==> config.mk <==
export PLATFORM = sky130hd
export DESIGN_NAME = ins_pre_decoder
export DESIGN_NICKNAME = d
export VERILOG_FILES = /design/src/rtl/ins_pre_decoder_pkg.sv /design/src/rtl/ins_queue.sv /design/src/rtl/ins_pre_decoder.sv
export SDC_FILE = /design/constraint.sdc
export NUM_CORES = 1
export LEC_CHECK = 0
export CORE_UTILIZATION = 50
export CTS_CLUSTER_DIAMETER = 150
export DETAILED_ROUTE_END_ITERATION = 8
export GPL_TIMING_DRIVEN = 0
export PLACE_DENSITY = 0.76
export SYNTH_ARGS = -nofsm -noshare
export SYNTH_HDL_FRONTEND = slang
export SYNTH_SLANG_ARGS = --single-unit
==> constraint.sdc <==
create_clock -name clk -period 3.1 [get_ports clk]
set_input_delay 0.31 -clock clk [delete_from_list [all_inputs] [get_ports clk]]
set_output_delay 0.31 -clock clk [all_outputs]
set_load 0.005 [all_outputs]
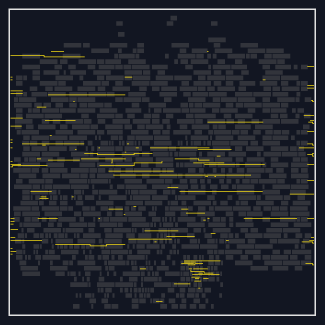
Run 1: M3 wires
Drawn at 2 px/um. Cells faint in the background.
wire length on this layer	961 um
share of all routed wire	3.8%
longest straight run	68.5 um
total wire length: 25,200 um
met3 Usage GRT: 2.67%
via count: 7,239

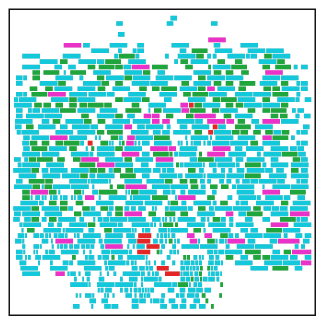
Run 1: cell sizes after repair
Drawn at 2 px/um.
size	colour	cells	share
x3 and x4	red	10	1.0%
x2	green	213	22%
x6 and larger	magenta	48	5.0%
x1 and smaller	cyan	697	72%
area delta synth->final: 17.0%
nonclk buf count: 140
PnR worst setup slack: 175 ps
design area: 13,200 um2

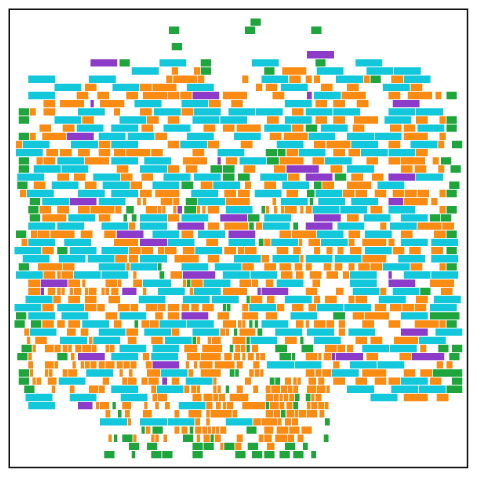
Run 1: cells coloured by class
Drawn at 3 px/um.
class	colour	cells
clock drivers and dummy loads	purple	38
registers	cyan	227
remaining buffers and delay cells	green	140
remaining logic cells	orange	563
Seq area share: 43.0%
row cnt: 54
Finished Core Util: 60.2%

==> deck_impl_summary.md <==
Physical Implementation Snapshot

Global routing
  • Total grt overflow: 0
  • Vias in the first global route: 7,593
  • First-pass GRT wire length: roughly 42,000 um
  • Met2 Track Usage GR: 38.0%
  • Total track usage: 22.7%
  • Antenna violations before repair: 0
  • Most Crowded Layer GR: met2
  • Largest net degree at the start of global routing: about 120
  • Met1 GRT Util: 31.5%

Synthesis
  • Ys Warns: 0
  • Netlist cell types: ~51
  • Syn nets: 897
  • Top FF cell, synth: dfrtp_1
  • Cell count after synthesis: 858
  • Synth Area per Inst: 13.2 um2
  • Syn Std Cell Area: 11,300 um2
  • Yosys chip area: roughly 11,000 um2
  • Synth Seq Share: 50.3%
  • Ys flops: 227
  • # Cells Yosys: 858
  • Flip-flops with a built-in enable: 0
  • Async S/R FF share, synth: 100%

STA
  • Fin crit share: 94.3%
  • Worst Tran Pin Value: between 600 and 700 ps
  • Slew Limit Fails: 0
  • Final hold vios: 0
  • Hold_ws: 185 ps
  • Tmin final: 2920 ps
  • Fin Clk Skew: 7.32 ps
  • RSZ-0062 raised after global routing: false
  • FMAX: 342 MHz
  • Worst rel slew slack: 57.5%
  • Setup violators final: 0

Worst setup path
  • Crit path kind: register to primary output
  • R2r setup slk: 280 ps
  • CP max-delay cell: clkdlybuf4s50_1
  • Crit. End Element: primary output
  • Top cell by count, worst path: clkbuf_1
  • Critical-path cell list: or3_1, clkbuf_1, clkbuf_1, and2_1, clkdlybuf4s50_1
  • Crit path buf inv count: 3
  • Type of origin of the critical path: register
  • Worst path required time: 2790 ps
  • Slowest stage delay, CP: about 500 ps
  • Worst path depth: 5
  • CP top delay family: buffers and inverters
  • Crit-path max FO: 10
  • Critical Path AT: between 2000 and 3000 ps
  • Reg2Reg Depth: 9

Routing
  • # DRC: 6
  • ANT nets after route: 0
  • DRT iter0 DRCs: between 500 and 600
  • Vias per cell: slightly below 6
  • Routed len/inst: between 20 and 25 um
  • DR pass1 iterations: 7

Run status
  • Status: finished, violations left
  • Failing checks: DRC

Worst hold path
  • Worst Hold Class: input pin to asynchronous set/reset pin

Job
  • Maxcap violations: 0
  • Log Warnings: 37

Clock network
  • Max Buffers Root-to-Sink: 3
  • H-tree Lvls: 1
  • TritonCTS Buffers: 23
  • Clk sinks: 227
  • Clock Tree Root: clkbuf_16
  • Worst-path clk slew: 60 ps
  • TritonCTS clock tree: done
  • Late-Pin Clk Latency: ~510 ps

Power and ir drop
  • PD cells: 779 nW/um2
  • Worst ir drop on vdd: 0.502 mV
  • Static Leak: 0.00584 uW

Floorplanning
  • IO Count: 76
  • Die width: 152 um
  • Die Size: 23,200 um2
  • Chip height: 152 um
  • Init Core Util: between 50% and 60%
  • Core area: 22,000 um2

Final layout
  • Final Non-Filler Cells: 1,248
  • Final #Nets: 994
  • Filler Cell Count: 1,712
  • Most frequent cells in the layout: dfrtp_1 (226), mux2_2 (143), clkdlybuf4s50_1 (71), mux2_1 (57), and2_1 (51)
  • Max reg flops: approximately 170
  • Commonest non-fill, non-tap cell in the layout: dfrtp_1
  • Register area: 5680 um2
  • Logic cell area: between 5000 and 6000 um2
  • # diodes: 0
  • Layout cells sized above 1: about 28%

Placement
  • DP HPWL: 17,100 um
  • Placed insts: 1,212
  • IO buf count: 72
  • Final RePlAce weighted congestion: 0.854
==> run 1: metal layers <==
metal,share of wire (%),up-vias
met5,0,-
met4,2.4,0
met3,3.8,39
met2,49,160
met1,45,3745
li1,-,3295
==> run 1: power breakdown <==
| group | switching [uW] | total [uW] | internal [uW] |
|---|---|---|---|
| sequential | 437 | 4150 | 3720 |
| clock | 1120 | 2800 | 1680 |
| combinational | 1470 | 3330 | 1850 |
==> run 1: kinds of logic after synthesis <==
| kind of cell | Yosys count | synth area share [%] |
|---|---|---|
| buffers and inverters | 80 | 3.79 |
| AOI/OAI and AO/OA | 87 | 5.57 |
| adders and majority gates | 10 | 1.17 |
| and+or+nand+nor | 192 | 9.25 |
| xor gates and xnor gates | 18 | 1.40 |
| muxes | 244 | 28.5 |
| DFF | 227 | 50.3 |
==> run 1: synth_stat cells, types with 9 or more instances <==
library cell	n	share of area [%]
a21oi_1	9	0.40
a22oi_1	32	2.1
and2_1	51	2.8
buf_6	16	1.6
clkbuf_1	40	1.3
dfrtp_1	227	50
ha_1	9	1.0
inv_1	11	0.37
mux2_1	57	5.7
mux2_2	143	14
mux4_2	42	8.4
nand2_1	35	1.2
nand4_1	11	0.61
nor2_1	40	1.3
nor2b_1	12	0.66
o21ai_0	25	1.1
xor2_1	13	1.0
==> run 1: through the flow <==
stage	area, um2	TNS, ps	total power (uW)	worst slack [ps]
after floorplan	11300	0	6210	416
after global placement	12400	-1833970	7430	-7920
after detailed placement	12400	-41770	7530	-286
after CTS	13200	-521	10300	-51.4
after global routing	13200	0	10800	15.3
final	13200	0	10300	175
==> run 1: area by class of cell <==
class | count | share of cell area, %
flip-flops and latches | 227 | 43.0
multi-input cells | 551 | 39.3
repair buffers | 75 | 5.99
clock buffers | 32 | 4.84
plain buffers | 65 | 3.03
well taps | 280 | 2.65
clock inverters | 6 | 0.796
inverters | 12 | 0.341
==> run 1: worst reg2reg max path, cell delays in order, from the launching register on <==
cell	delay (ps)
dfrtp_1	410
ha_1	200
clkbuf_1	250
a21oi_1	190
nand2_1	110
nor4_4	330
nand3_4	210
a21boi_4	410
buf_6	240
mux2_1	350
==> run 1: what timing repair did <==
action	in CTS	in global routing
buffers inserted	0	0
hold endpoints to repair	123	0
setup endpoints to repair	39	200
hold buffers	1	0
pin swaps	0	0
gates resized	20	21
No activity file was given, so power comes from the tool's default toggle rates.
